**src/rtl/zluudg_ma_decimator.sv**
```systemverilog
// Per-channel boxcar moving average on interleaved I/Q streams, followed by frame decimation.
// Single output register with AXI-Stream handshake, runtime bypass and config-load flush.
module zluudg_ma_decimator #(
  parameter int unsigned DATA_W         = 16,
  parameter int unsigned NUM_CH         = 1,
  parameter int unsigned MAX_DEPTH_LOG2 = 5,
  parameter int unsigned DECIM_W        = 16,
  parameter int unsigned RST_DEPTH_LOG2 = 3,
  parameter int unsigned RST_DECIM      = 1
) (
  input  logic                aclk,
  input  logic                aresetn,
  input  logic [3:0]          cfg_depth_log2,
  input  logic [DECIM_W-1:0]  cfg_decim_rate,
  input  logic                cfg_bypass,
  input  logic                cfg_load,
  input  logic [2*DATA_W-1:0] s_iq_tdata,
  input  logic                s_iq_tvalid,
  input  logic                s_iq_tlast,
  output logic                s_iq_tready,
  output logic [2*DATA_W-1:0] m_iq_tdata,
  output logic                m_iq_tvalid,
  output logic                m_iq_tlast,
  input  logic                m_iq_tready,
  output logic                err_frame
);

  localparam int unsigned DlLen = 2 ** MAX_DEPTH_LOG2;
  localparam int unsigned AccW  = DATA_W + MAX_DEPTH_LOG2;
  localparam int unsigned ChW   = (NUM_CH > 1) ? $clog2(NUM_CH) : 1;
  localparam int unsigned IdxW  = (MAX_DEPTH_LOG2 > 0) ? MAX_DEPTH_LOG2 : 1;
  localparam logic [3:0] MaxDepth = 4'(MAX_DEPTH_LOG2);
  localparam logic [3:0] RstDepth = (RST_DEPTH_LOG2 > MAX_DEPTH_LOG2) ? 4'(MAX_DEPTH_LOG2)
                                                                      : 4'(RST_DEPTH_LOG2);
  localparam logic [ChW-1:0] LastCh = ChW'(NUM_CH - 1);

  typedef logic [2*DATA_W-1:0]    iq_t;
  typedef logic signed [AccW-1:0] acc_t;

  iq_t  dl_q    [NUM_CH][DlLen];
  iq_t  dl_d    [NUM_CH][DlLen];
  acc_t acc_i_q [NUM_CH];
  acc_t acc_i_d [NUM_CH];
  acc_t acc_q_q [NUM_CH];
  acc_t acc_q_d [NUM_CH];

  logic [ChW-1:0]     ch_q, ch_d;
  logic [DECIM_W-1:0] frm_q, frm_d;
  logic [DECIM_W-1:0] rate_q, rate_d;
  logic [3:0]         depth_q, depth_d;
  logic               bypass_q, bypass_d;
  logic               sticky_q, sticky_d;
  logic               rdy_q;
  logic               m_valid_q, m_valid_d;
  logic               m_last_q, m_last_d;
  iq_t                m_data_q, m_data_d;
  logic               err_q, err_d;

  logic               s_fire, last_ch, err_in, emit;
  logic [DECIM_W-1:0] rate_eff;
  logic [3:0]         cfg_depth_clamped;
  logic [IdxW:0]      depth_len;
  logic [IdxW-1:0]    drop_idx;
  iq_t                drop_s;
  acc_t               acc_i_sel, acc_q_sel, acc_i_new, acc_q_new;
  logic [DATA_W-1:0]  avg_i, avg_q;

  // Ready is held low through reset and for the first edge after release.
  assign s_iq_tready = rdy_q & ~cfg_load & (~m_valid_q | m_iq_tready);
  assign s_fire      = s_iq_tvalid & s_iq_tready;
  assign last_ch     = (ch_q == LastCh);
  assign err_in      = s_iq_tlast & ~last_ch;
  assign rate_eff    = (rate_q == '0) ? DECIM_W'(1) : rate_q;
  assign emit        = bypass_q | (frm_q == rate_eff - DECIM_W'(1));
  assign cfg_depth_clamped = (cfg_depth_log2 > MaxDepth) ? MaxDepth : cfg_depth_log2;
  assign depth_len   = (IdxW + 1)'(1) << depth_q;
  assign drop_idx    = IdxW'(depth_len - 1'b1);

  always_comb begin
    acc_i_sel = '0;
    acc_q_sel = '0;
    drop_s    = '0;
    for (int c = 0; c < NUM_CH; c++) begin
      if (ChW'(c) == ch_q) begin
        acc_i_sel = acc_i_q[c];
        acc_q_sel = acc_q_q[c];
        drop_s    = dl_q[c][drop_idx];
      end
    end
    acc_i_new = acc_i_sel + acc_t'($signed(s_iq_tdata[2*DATA_W-1:DATA_W]))
                          - acc_t'($signed(drop_s[2*DATA_W-1:DATA_W]));
    acc_q_new = acc_q_sel + acc_t'($signed(s_iq_tdata[DATA_W-1:0]))
                          - acc_t'($signed(drop_s[DATA_W-1:0]));
    avg_i = DATA_W'(acc_i_new >>> depth_q);
    avg_q = DATA_W'(acc_q_new >>> depth_q);
  end

  always_comb begin
    ch_d      = ch_q;
    frm_d     = frm_q;
    rate_d    = rate_q;
    depth_d   = depth_q;
    bypass_d  = bypass_q;
    sticky_d  = sticky_q;
    m_valid_d = m_valid_q;
    m_last_d  = m_last_q;
    m_data_d  = m_data_q;
    err_d     = 1'b0;
    acc_i_d   = acc_i_q;
    acc_q_d   = acc_q_q;
    dl_d      = dl_q;

    if (m_valid_q && m_iq_tready) begin
      m_valid_d = 1'b0;
    end

    if (cfg_load) begin
      depth_d   = cfg_depth_clamped;
      rate_d    = cfg_decim_rate;
      bypass_d  = cfg_bypass;
      ch_d      = '0;
      frm_d     = '0;
      sticky_d  = 1'b0;
      m_valid_d = 1'b0;
      m_last_d  = 1'b0;
      for (int c = 0; c < NUM_CH; c++) begin
        acc_i_d[c] = '0;
        acc_q_d[c] = '0;
        for (int k = 0; k < DlLen; k++) begin
          dl_d[c][k] = '0;
        end
      end
    end else if (s_fire) begin
      err_d     = err_in;
      ch_d      = (err_in || last_ch) ? '0 : ch_q + 1'b1;
      m_valid_d = emit;
      if (last_ch) begin
        frm_d = (frm_q >= rate_eff - DECIM_W'(1)) ? '0 : frm_q + DECIM_W'(1);
      end
      if (bypass_q) begin
        m_data_d = s_iq_tdata;
        m_last_d = s_iq_tlast;
      end else begin
        if (emit) begin
          m_data_d = {avg_i, avg_q};
          m_last_d = last_ch & (sticky_q | s_iq_tlast);
        end
        // A pending packet end is consumed by the last channel of an emitted frame.
        if (emit && last_ch) begin
          sticky_d = 1'b0;
        end else if (s_iq_tlast) begin
          sticky_d = 1'b1;
        end
        for (int c = 0; c < NUM_CH; c++) begin
          if (ChW'(c) == ch_q) begin
            acc_i_d[c] = acc_i_new;
            acc_q_d[c] = acc_q_new;
            dl_d[c][0] = s_iq_tdata;
            for (int k = 1; k < DlLen; k++) begin
              dl_d[c][k] = dl_q[c][k-1];
            end
          end
        end
      end
    end
  end

  always_ff @(posedge aclk or negedge aresetn) begin
    if (!aresetn) begin
      ch_q      <= '0;
      frm_q     <= '0;
      rate_q    <= DECIM_W'(RST_DECIM);
      depth_q   <= RstDepth;
      bypass_q  <= 1'b0;
      sticky_q  <= 1'b0;
      rdy_q     <= 1'b0;
      m_valid_q <= 1'b0;
      m_last_q  <= 1'b0;
      m_data_q  <= '0;
      err_q     <= 1'b0;
      for (int c = 0; c < NUM_CH; c++) begin
        acc_i_q[c] <= '0;
        acc_q_q[c] <= '0;
        for (int k = 0; k < DlLen; k++) begin
          dl_q[c][k] <= '0;
        end
      end
    end else begin
      ch_q      <= ch_d;
      frm_q     <= frm_d;
      rate_q    <= rate_d;
      depth_q   <= depth_d;
      bypass_q  <= bypass_d;
      sticky_q  <= sticky_d;
      rdy_q     <= 1'b1;
      m_valid_q <= m_valid_d;
      m_last_q  <= m_last_d;
      m_data_q  <= m_data_d;
      err_q     <= err_d;
      acc_i_q   <= acc_i_d;
      acc_q_q   <= acc_q_d;
      dl_q      <= dl_d;
    end
  end

  assign m_iq_tvalid = m_valid_q;
  assign m_iq_tdata  = m_data_q;
  assign m_iq_tlast  = m_last_q;
  assign err_frame   = err_q;

endmodule
```
**config.mk**
```make
export PLATFORM = sky130hd
export DESIGN_NAME = zluudg_ma_decimator
export DESIGN_NICKNAME = d
export VERILOG_FILES = /design/src/rtl/zluudg_ma_decimator.sv
export SDC_FILE = /design/constraint.sdc
export NUM_CORES = 2
export LEC_CHECK = 0
export CORE_UTILIZATION = 47
export DETAILED_ROUTE_END_ITERATION = 8
export PLACE_DENSITY = 0.65
export SYNTH_ARGS = -nofsm -noshare
export SYNTH_HDL_FRONTEND = slang
export SYNTH_SLANG_ARGS = --single-unit
export TNS_END_PERCENT = 5
```
**constraint.sdc**
```tcl
create_clock -name aclk -period 6.8 [get_ports aclk]
set_clock_uncertainty 0.05 [all_clocks]
set_input_delay 1.02 -clock aclk [delete_from_list [all_inputs] [get_ports aclk]]
set_output_delay 1.02 -clock aclk [all_outputs]
set_load 0.02 [all_outputs]
```
Figure 1. Met1 routing.
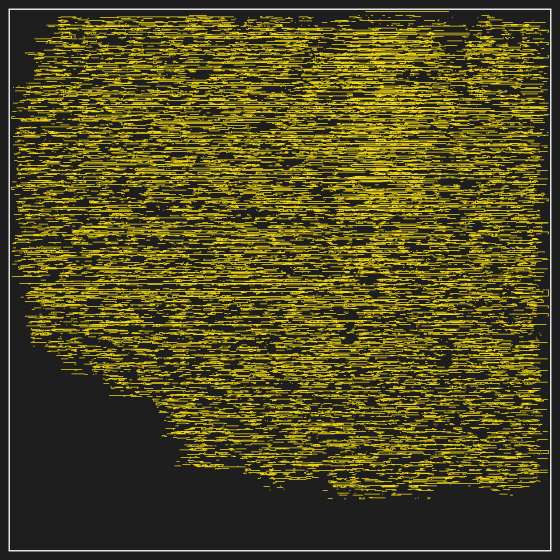
longest straight run: 162 µm
main direction: horizontal
share of all routed wire: 46%
nets with wire on the layer: 5,930
wire length on this layer: 68.3 mm
GRT met1 Usage: 34.53%
wire length reported by the detailed router: 147,700 µm
number of vias after detailed routing: 44.76k

Figure 2. Signal wires on met3.
Scale bar: 100 µm.
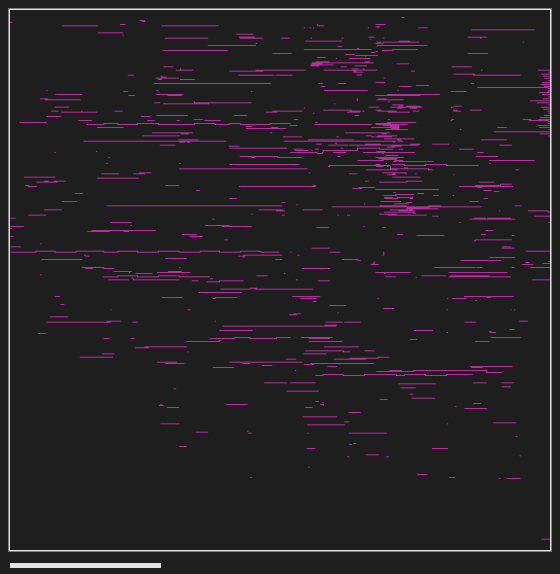
share of all routed wire: 4.8%
nets with wire on the layer: 314
fraction of met3 tracks used by global routing: 3.235%

Figure 3. Cell classes on the final placement.
Fill, decap, tap and diode cells in grey.
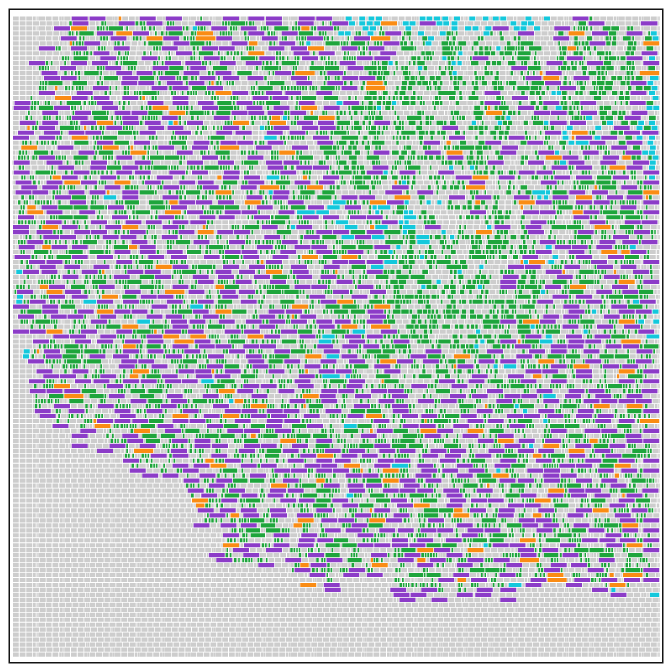
| colour | class | cells | share of their area |
|---|---|---|---|
| purple | registers | 1,141 | 45% |
| cyan | remaining buffers and delay cells | 203 | 3.5% |
| orange | clock drivers and dummy loads | 221 | 6.7% |
| green | remaining logic cells | 4,699 | 45% |

==> GITHUB_STEP_SUMMARY <==
### Flow metrics

| Metric | Value |
|---|---|
| Worst path top cell family by delay | AND-OR/OR-AND gates |
| Sort of element at the end of the critical path | flop |
| List of cells traversed by the critical path | buf_4, nor2_1, a22o_1, a22oi_2, buf_12, nand2_1, a21oi_1, fa_1, inv_1, ha_1, a21oi_1, o211ai_1, a21o_1, a21oi_1, mux2i_1, nor2_1, mux2_2, mux2_2, a221oi_1 |
| Maximum achievable frequency | 152.0 MHz |
| Post-Place Worst Slack | 0.2285 ns |
| Clock network power | 7.02 mW |
| Deepest clock path buffer count | 3 |
| Yosys chip area | 59,190 µm² |
| Post-detail-place hpwl | 91,290 µm |
| Relative contribution of the clock network to total power | 42.0% |
| Area overhead of the layout relative to synthesis | 11.35% |
| Fraction of registers with async set/reset | 100.0% |
| Synth cell count leaders | sky130_fd_sc_hd__nand2_1 (2,234), sky130_fd_sc_hd__dfrtp_1 (1,138), sky130_fd_sc_hd__o21ai_0 (910), sky130_fd_sc_hd__clkbuf_1 (420), sky130_fd_sc_hd__a21oi_1 (335) |
| Count of different cell masters after synthesis | 87 |
| Peak supply drop | 205.3 µV |
| PostCTS Resize Cnt | 0 |
| Internal Power | 12.06 mW |
| Largest register by flop count | dl_q |
| Die boundary width | 356.9 µm |
| Buffers, non-clock | 203 |
| Simple-Gate Fraction of Synth Area | 17.07% |
| Remaining antenna violation count | 0 |
| Count of hold-fix buffers inserted at cts | 0 |
| Clock network contribution to total cell area | 6.458% |
| Top cell type by instance count after synthesis | sky130_fd_sc_hd__nand2_1 |
| Post-placement cell count | 7,679 |
| Maxcap violations | 0 |
| Count of synthesis-stage warnings from yosys | 0 |
| Clock slew at reported path FFs | 0.06 ns |
| Run status | finished, final reports clean |
| Total CTS buffers | 118 |
| Hold slack final | 0.2827 ns |
| Switching power as a share of total power | 27.87% |
| Startpoint type of the worst setup path | flop |
| Dominant logic cell type in the layout | sky130_fd_sc_hd__nand2_1 |
| Portion of synthesized cell area occupied by the leading cell type | 48.11% |
| FA/HA/MAJ Cells, Area Fraction | 2.684% |
Figure 4. The clock network.
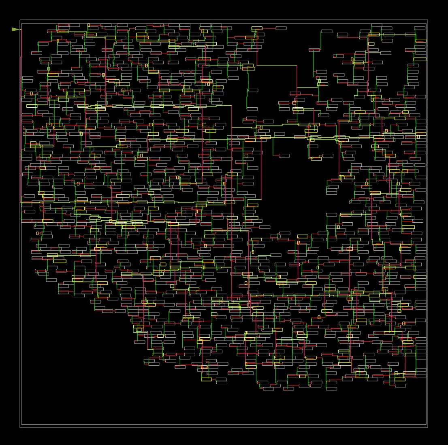
clock net sink count: 1,141
tally of clock buffers in the finished layout: 164

Figure 5. Wire density map.
Scale bar: 100 µm. 36 x 36 tiles, from dark blue (low) to red (high), scaled to the fullest tile. Values are wire area over tile area, all layers added.
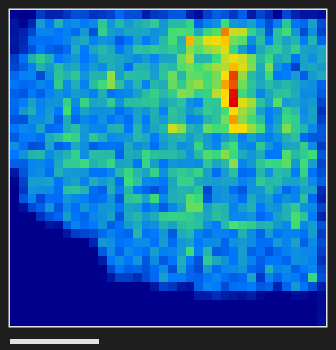
tiles over half the peak: 7.6%
nearly empty tiles: 17%
emptiest ninth of the die: bottom left
fullest tile: 0.67
total track usage: 23.40%
routed length per instance: 18.70 µm

Power and IR drop assume default switching activity.
